[src/rtl/robsmult_n.sv]
// robsmult_n: sequential Robertson shift-add multiplier, WIDTH x WIDTH -> 2*WIDTH.
// One multiplier bit is retired per clock. Signed/unsigned mode is chosen per
// operation, and the result is held until the next operation completes.
module robsmult_n #(
  parameter int WIDTH = 8
) (
  input  logic                 clk,
  input  logic                 reset,
  input  logic                 start,
  input  logic                 signed_mode,
  input  logic [WIDTH-1:0]     multiplier,
  input  logic [WIDTH-1:0]     multiplicand,
  output logic [2*WIDTH-1:0]   product,
  output logic                 done,
  output logic                 busy
);

  localparam int CW = $clog2(WIDTH);
  localparam logic [CW-1:0] LAST = CW'(WIDTH - 1);

  typedef enum logic {IDLE, CALC} state_t;

  state_t             state_q, state_d;
  logic [WIDTH:0]     a_q, a_d;       // partial product, one guard bit
  logic [WIDTH:0]     m_q, m_d;       // extended multiplicand
  logic [WIDTH-1:0]   q_q, q_d;       // multiplier, shifted right each step
  logic [CW-1:0]      cnt_q, cnt_d;
  logic               smode_q, smode_d;
  logic [2*WIDTH-1:0] product_q, product_d;
  logic               done_q, done_d;
  logic               busy_q, busy_d;
  logic [WIDTH:0]     sum;
  logic               last;

  // State register; reset discards any operation in flight.
  always_ff @(posedge clk or negedge reset) begin
    if (!reset) begin
      state_q   <= IDLE;
      a_q       <= '0;
      m_q       <= '0;
      q_q       <= '0;
      cnt_q     <= '0;
      smode_q   <= 1'b0;
      product_q <= '0;
      done_q    <= 1'b0;
      busy_q    <= 1'b0;
    end else begin
      state_q   <= state_d;
      a_q       <= a_d;
      m_q       <= m_d;
      q_q       <= q_d;
      cnt_q     <= cnt_d;
      smode_q   <= smode_d;
      product_q <= product_d;
      done_q    <= done_d;
      busy_q    <= busy_d;
    end
  end

  // Next state: load operands in IDLE, one add/subtract-and-shift per CALC cycle.
  always_comb begin
    state_d   = state_q;
    a_d       = a_q;
    m_d       = m_q;
    q_d       = q_q;
    cnt_d     = cnt_q;
    smode_d   = smode_q;
    product_d = product_q;
    done_d    = 1'b0;
    busy_d    = busy_q;
    sum       = a_q;
    last      = (cnt_q == LAST);

    case (state_q)
      IDLE: begin
        if (start) begin
          smode_d = signed_mode;
          m_d     = {signed_mode & multiplicand[WIDTH-1], multiplicand};
          a_d     = '0;
          q_d     = multiplier;
          cnt_d   = '0;
          busy_d  = 1'b1;
          state_d = CALC;
        end
      end
      CALC: begin
        // The final signed step weighs the multiplier sign bit negatively.
        if (q_q[0])
          sum = (last && smode_q) ? (a_q - m_q) : (a_q + m_q);
        // Unsigned: the guard bit is a carry, so shift in zero.
        a_d   = {smode_q & sum[WIDTH], sum[WIDTH:1]};
        q_d   = {sum[0], q_q[WIDTH-1:1]};
        cnt_d = cnt_q + 1'b1;
        if (last) begin
          product_d = {a_d[WIDTH-1:0], q_d};
          done_d    = 1'b1;
          busy_d    = 1'b0;
          state_d   = IDLE;
        end
      end
      default: state_d = IDLE;
    endcase
  end

  assign product = product_q;
  assign done    = done_q;
  assign busy    = busy_q;

endmodule

[config.mk]
export PLATFORM = sky130hd
export DESIGN_NAME = robsmult_n
export DESIGN_NICKNAME = d
export VERILOG_FILES = /design/src/rtl/robsmult_n.sv
export SDC_FILE = /design/constraint.sdc
export NUM_CORES = 1
export LEC_CHECK = 0
export CORE_UTILIZATION = 30
export CTS_CLUSTER_DIAMETER = 150
export DETAILED_ROUTE_END_ITERATION = 7
export PLACE_DENSITY = 0.49
export SLEW_MARGIN = 10
export SYNTH_ARGS = -nofsm -noshare
export SYNTH_HDL_FRONTEND = slang
export SYNTH_SLANG_ARGS = --single-unit
[constraint.sdc]
create_clock -name clk -period 6.52 [get_ports clk]
set_input_delay 0.652 -clock clk [delete_from_list [all_inputs] [get_ports clk]]
set_output_delay 0.652 -clock clk [all_outputs]
set_load 0.02 [all_outputs]
**Run 1: signal wires on met3**

Drawn at 3 px/um.
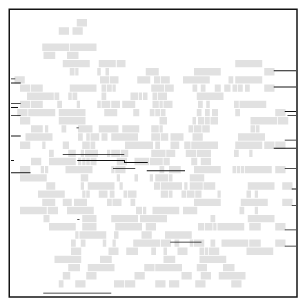
The longest straight run is 22.3 um. The wires run mostly horizontal.

**Run 1: routed metal, one color a layer**

Drawn at 3 px/um.
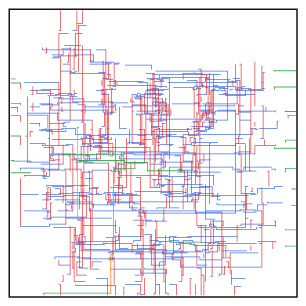
metal 4: marked orange, wire length 73.0 um. metal 1: marked blue, wire length 2,740 um. metal 2: marked red, wire length 2,320 um. metal 3: marked green, wire length 162 um.

**Run 1: sequential cells grouped by signal name**

Drawn at 3 px/um. Other sequential cells in the stronger gray, the rest of the logic in the fainter gray.
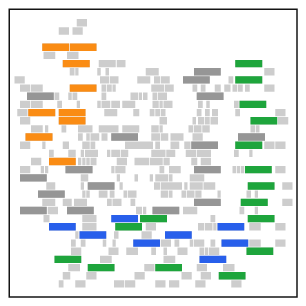
m_q: marked orange, placed flops 9. q_q: marked blue, placed flops 8. product: marked green, placed flops 16.
Another 16 sequential cells are not colored.

**Run 1: clock network drawn from the DEF**

Drawn at 4 px/um.
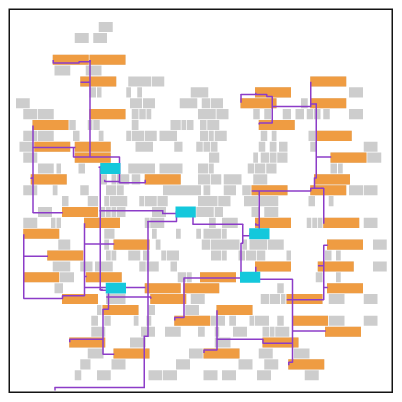
clock drivers: marked cyan, count 5. flip-flops: marked orange, count 49. clock wires: marked purple, length 629 um.
There are 6 routed clock nets.

run 1: sequential cells by signal (all words and copies together), names as in the netlist:
register	cells
a_q	9
busy	1
cnt_q	3
done	1
m_q	9
product	16
q_q	8
smode_q	1
state_q	1
run 1: cell usage after synthesis, types with 6 or more instances:
master    count
nor2_1        9
clkbuf_1      9
inv_1        11
ha_1         11
a21oi_1      15
nand2b_1      6
nand2_1      29
o21ai_0      27
mux2_2       14
dfrtp_1      49
mux2i_1      12
xnor2_1       8
run 1: worst reg2reg max path, cell delays in order, from the launching register on:
cell and delay [ns]:
dfrtp_1 0.40, ha_1 0.21, ha_1 0.22, and2_0 0.27
nor2_1 0.15, xnor2_1 0.15, ha_1 0.29, nor2b_4 0.14
o31a_1 0.29, a221oi_4 0.26, xnor2_2 0.15, and4_1 0.22
a211o_1 0.26
run 1: worst paths after layout:
| kind | endpoint | startpoint | depth (start not counted) |
|---|---|---|---|
| worst max-delay path | a_q[8] | cnt_q[0] | 12 |
| worst min-delay path | q_q[2] | reset | 2 |
| worst max register to register | a_q[8] | cnt_q[0] | 12 |
| worst min register to register | product[11] | product[11] | 2 |
| max in group asynchronous | product[13] | reset | 2 |
| min in group clk | product[11] | product[11] | 2 |
run 1: cell type report:
cell class | count | area share
inverters | 12 | 0.0142
well taps | 105 | 0.0413
clock buffers | 7 | 0.0303
clock inverters | 1 | 0.00157
repair buffers | 39 | 0.119
multi-input cells | 179 | 0.408
flip-flops and latches | 49 | 0.385
run 1: cells in the final DEF, fill, tap and decap left out, types with 9 or more instances in the layout:
master           netlist  routed
inv_1                 11      11
mux2i_1               12      12
dfrtp_1               49      49
ha_1                  11      11
o21ai_0               27      27
nor2_1                 9       9
a21oi_1               15      15
clkdlybuf4s50_1        0      36
nand2_1               29      29
mux2_2                14      14
==> flow_metrics.tcl, run 1 <==
# implementation run metrics
set metrics [dict create \
    ys_seq_elements 49 \
    portBuffers 37 \
    synthesized_area_sq_mm 0.00262 \
    met3WireLength_um 162 \
    clkTransAtPathRegs_ns 0.09 \
    synth.top_cell.area_share 0.469 \
    fp.dieW_um 95.4 \
    final_antenna_net_count 0 \
    dr.pass1.iters 6 \
    power.clock.fraction 0.112 \
    grt_start_max_net_pins 50 \
    yosysCellCount 252 \
    synth-compound-area-share 0.146 \
    run_status "finished clean" \
    drc_errors 0 \
    io_pins 38 \
    total_congestion_overflow 0 \
    final-instance-count-excl-fill 392 \
    timing.final.max_slew_violations 0 \
    design.final.nets 318 \
    synth_cell_type_count 41 \
    area_growth_syn_to_layout_pct 21.7 \
    crit_top_cell "ha_1" \
    setup_viol 0 \
    xor_share 0.0464 \
    floorplanUtilization 0.314 \
    max_cap_violations 0 \
    post-route-worst-setup-slack_ns 3.41 \
    rows 33 \
    synth_cells 252 \
    synth.logic.top_family "AND-OR/OR-AND gates" \
    number_of_design_rule_violations_left_by_the_first_detailed_router_iteration 95 \
    path_cells "ha_1, ha_1, and2_0, nor2_1, xnor2_1, ha_1, nor2b_4, o31a_1, a221oi_4, xnor2_2, and4_1, a211o_1" \
    cp_top_family "AND-OR/OR-AND gates" \
    grtUsageMet1 0.185 \
    dpl_cell_area_sq_mm 0.00308 \
    highest-signal-layer "met4" \
]
**Run 1: track usage over the die**

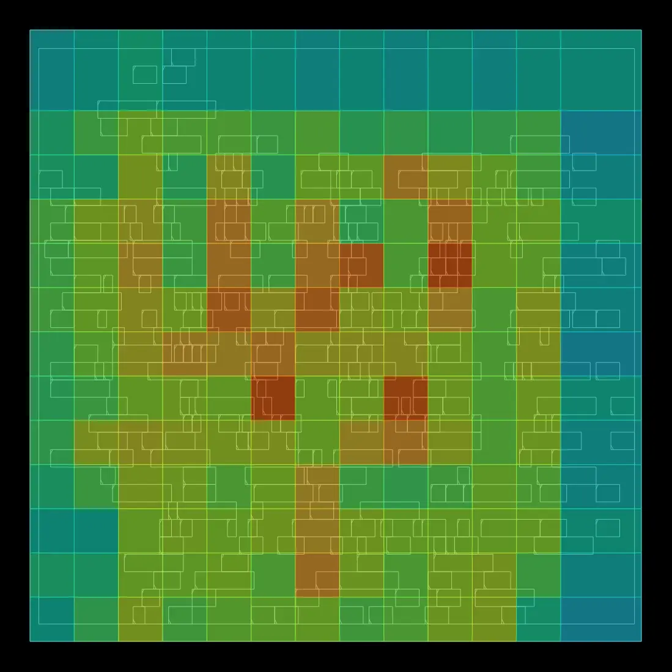

==> run 2, diff against run 1 <==
PLACE_DENSITY = 0.51   (was 0.49)
clock period = 2.8 ns   (was 6.52 ns; I/O delays follow)
**Run 2: track usage over the die**

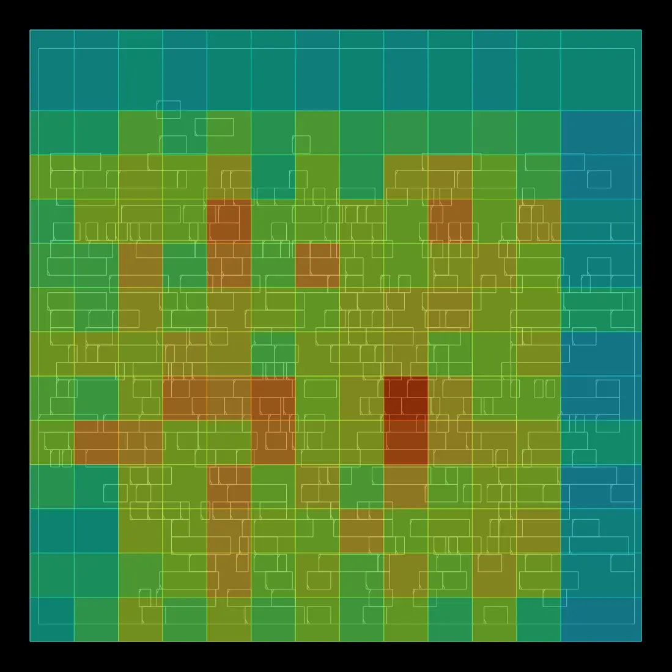
busiest grt layer: met2
global routing met2 resource utilization: 0.206
GRT Total Usage: 0.137

**Run 2: routed metal, one color a layer**

Drawn at 3 px/um.
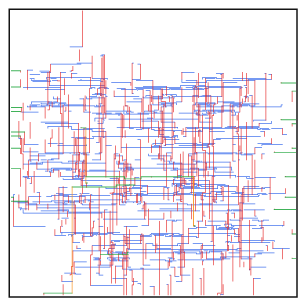
metal 3: marked green, wire length 149 um. metal 2: marked red, wire length 2,320 um. metal 1: marked blue, wire length 2,820 um. metal 4: marked orange, wire length 70.0 um.

==> flow_metrics.tcl, run 2 <==
# implementation run metrics
set metrics [dict create \
    max_reg_flops 16 \
    io_pins 38 \
    timing.final.max_slew_violations 0 \
    most_numerous_logic_cell_after_layout "dfrtp_1" \
    post-route-min-period_ns 2.80 \
    run_status "finished clean" \
    seq_area_sq_mm 0.00123 \
    synth.top_cell.area_share 0.469 \
    worst_r2r_path_depth 12 \
    critPathLaunch "cnt_q[0]" \
    post-route-worst-setup-slack_ns 0.00485 \
    r2r_start "cnt_q[0]" \
    number_of_design_rule_violations_left_by_the_first_detailed_router_iteration 47 \
    area_growth_syn_to_layout_pct 31.7 \
    dpl_cell_area_sq_mm 0.00325 \
    design.final.nets 342 \
    clkTransAtPathRegs_ns 0.09 \
    drc_errors 0 \
    setup_viol 0 \
    total_congestion_overflow 0 \
    synth_cells 252 \
    lay_top_cells "49 x dfrtp_1, 36 x clkdlybuf4s50_1, 29 x nand2_1" \
    postCtsHoldBufs 1 \
    totalPowerFinal_uw 4580 \
    fill_cells 842 \
    max_cap_violations 0 \
    setup.worst_path.start_class "flop" \
    maximum_vdd_ir_drop_v 0.000476 \
    comb_area_sq_mm 0.00137 \
    crit_end "a_q[7]" \
    portBuffers 37 \
    synthesized_area_sq_mm 0.00262 \
    yosysCellCount 252 \
    rows 33 \
    yosysMostFrequentCell "dfrtp_1" \
    final_antenna_net_count 0 \
    worst_r2r_endpoint "a_q[7]" \
    final-instance-count-excl-fill 416 \
    postSynthAreaPerCell_sq_um 10.4 \
    common_cells "49 x dfrtp_1, 29 x nand2_1, 27 x o21ai_0" \
    dr.pass1.iters 4 \
    design.core.area_sq_mm 0.00834 \
    wp_data_arrival_ns 2.99 \
    setup_tns_ns 0 \
    floorplanUtilization 0.314 \
    fp.dieW_um 95.4 \
    ys_seq_elements 49 \
    synth_cell_type_count 41 \
    grt_start_max_net_pins 28 \
    avgViaCountPerCell 4.64 \
]
## run 2: worst max-delay path, stage by stage, from the launching register on
cell	delay, ns
dfrtp_1	0.39
ha_2	0.20
ha_4	0.16
and2_4	0.14
nor2_4	0.09
xnor2_2	0.12
ha_1	0.26
nor2b_4	0.13
o31a_1	0.33
a221oi_4	0.29
xnor2_2	0.20
mux2i_1	0.11
a311o_1	0.27
## run 2: power breakdown
| group | leakage [uW] | internal [uW] | switching [uW] |
|---|---|---|---|
| logic | 0.000873 | 1440 | 1330 |
| registers | 0.000610 | 1030 | 262 |
| clock network | 0.0000543 | 268 | 249 |
| total | 0.00154 | 2740 | 1840 |
## run 2: how the worst min path moves through the flow
stage,startpoint,to,slack [ns],cells past startpoint
floorplan,reset,a_q[0],-0.02,0
global placement,reset,product[1],0.29,1
detailed placement,reset,product[2],0.29,1
CTS,reset,a_q[8],0.49,2
global route,product[9],product[9],0.52,2
finish,reset,a_q[8],0.47,2
## run 2: kinds of logic after synthesis
| family | Yosys count | share of synthesized area |
|---|---|---|
| compound gates | 61 | 0.146 |
| xor+xnor | 13 | 0.0464 |
| fa+ha+maj | 12 | 0.0603 |
| buf+inv | 24 | 0.0349 |
| flops | 49 | 0.469 |
| mux | 26 | 0.106 |
| simple gates | 67 | 0.137 |
## run 2: routing by layer
layer | up-vias | wire length [um] | GRT usage
met1 | 903 | 2820 | 0.198
li1 | 991 | - | -
met4 | 0 | 70 | 0.0410
met5 | - | 0 | 0
met2 | 31 | 2320 | 0.206
met3 | 7 | 148 | 0.0263
## run 2: cell type report
type | count | share of cell area
repair buffers | 63 | 0.163
clock inverters | 3 | 0.0134
clock buffers | 5 | 0.0200
well taps | 105 | 0.0381
flip-flops and latches | 49 | 0.356
inverters | 12 | 0.0131
multi-input cells | 179 | 0.396
Power figures rest on the tool's default switching activity, not on a simulated workload.
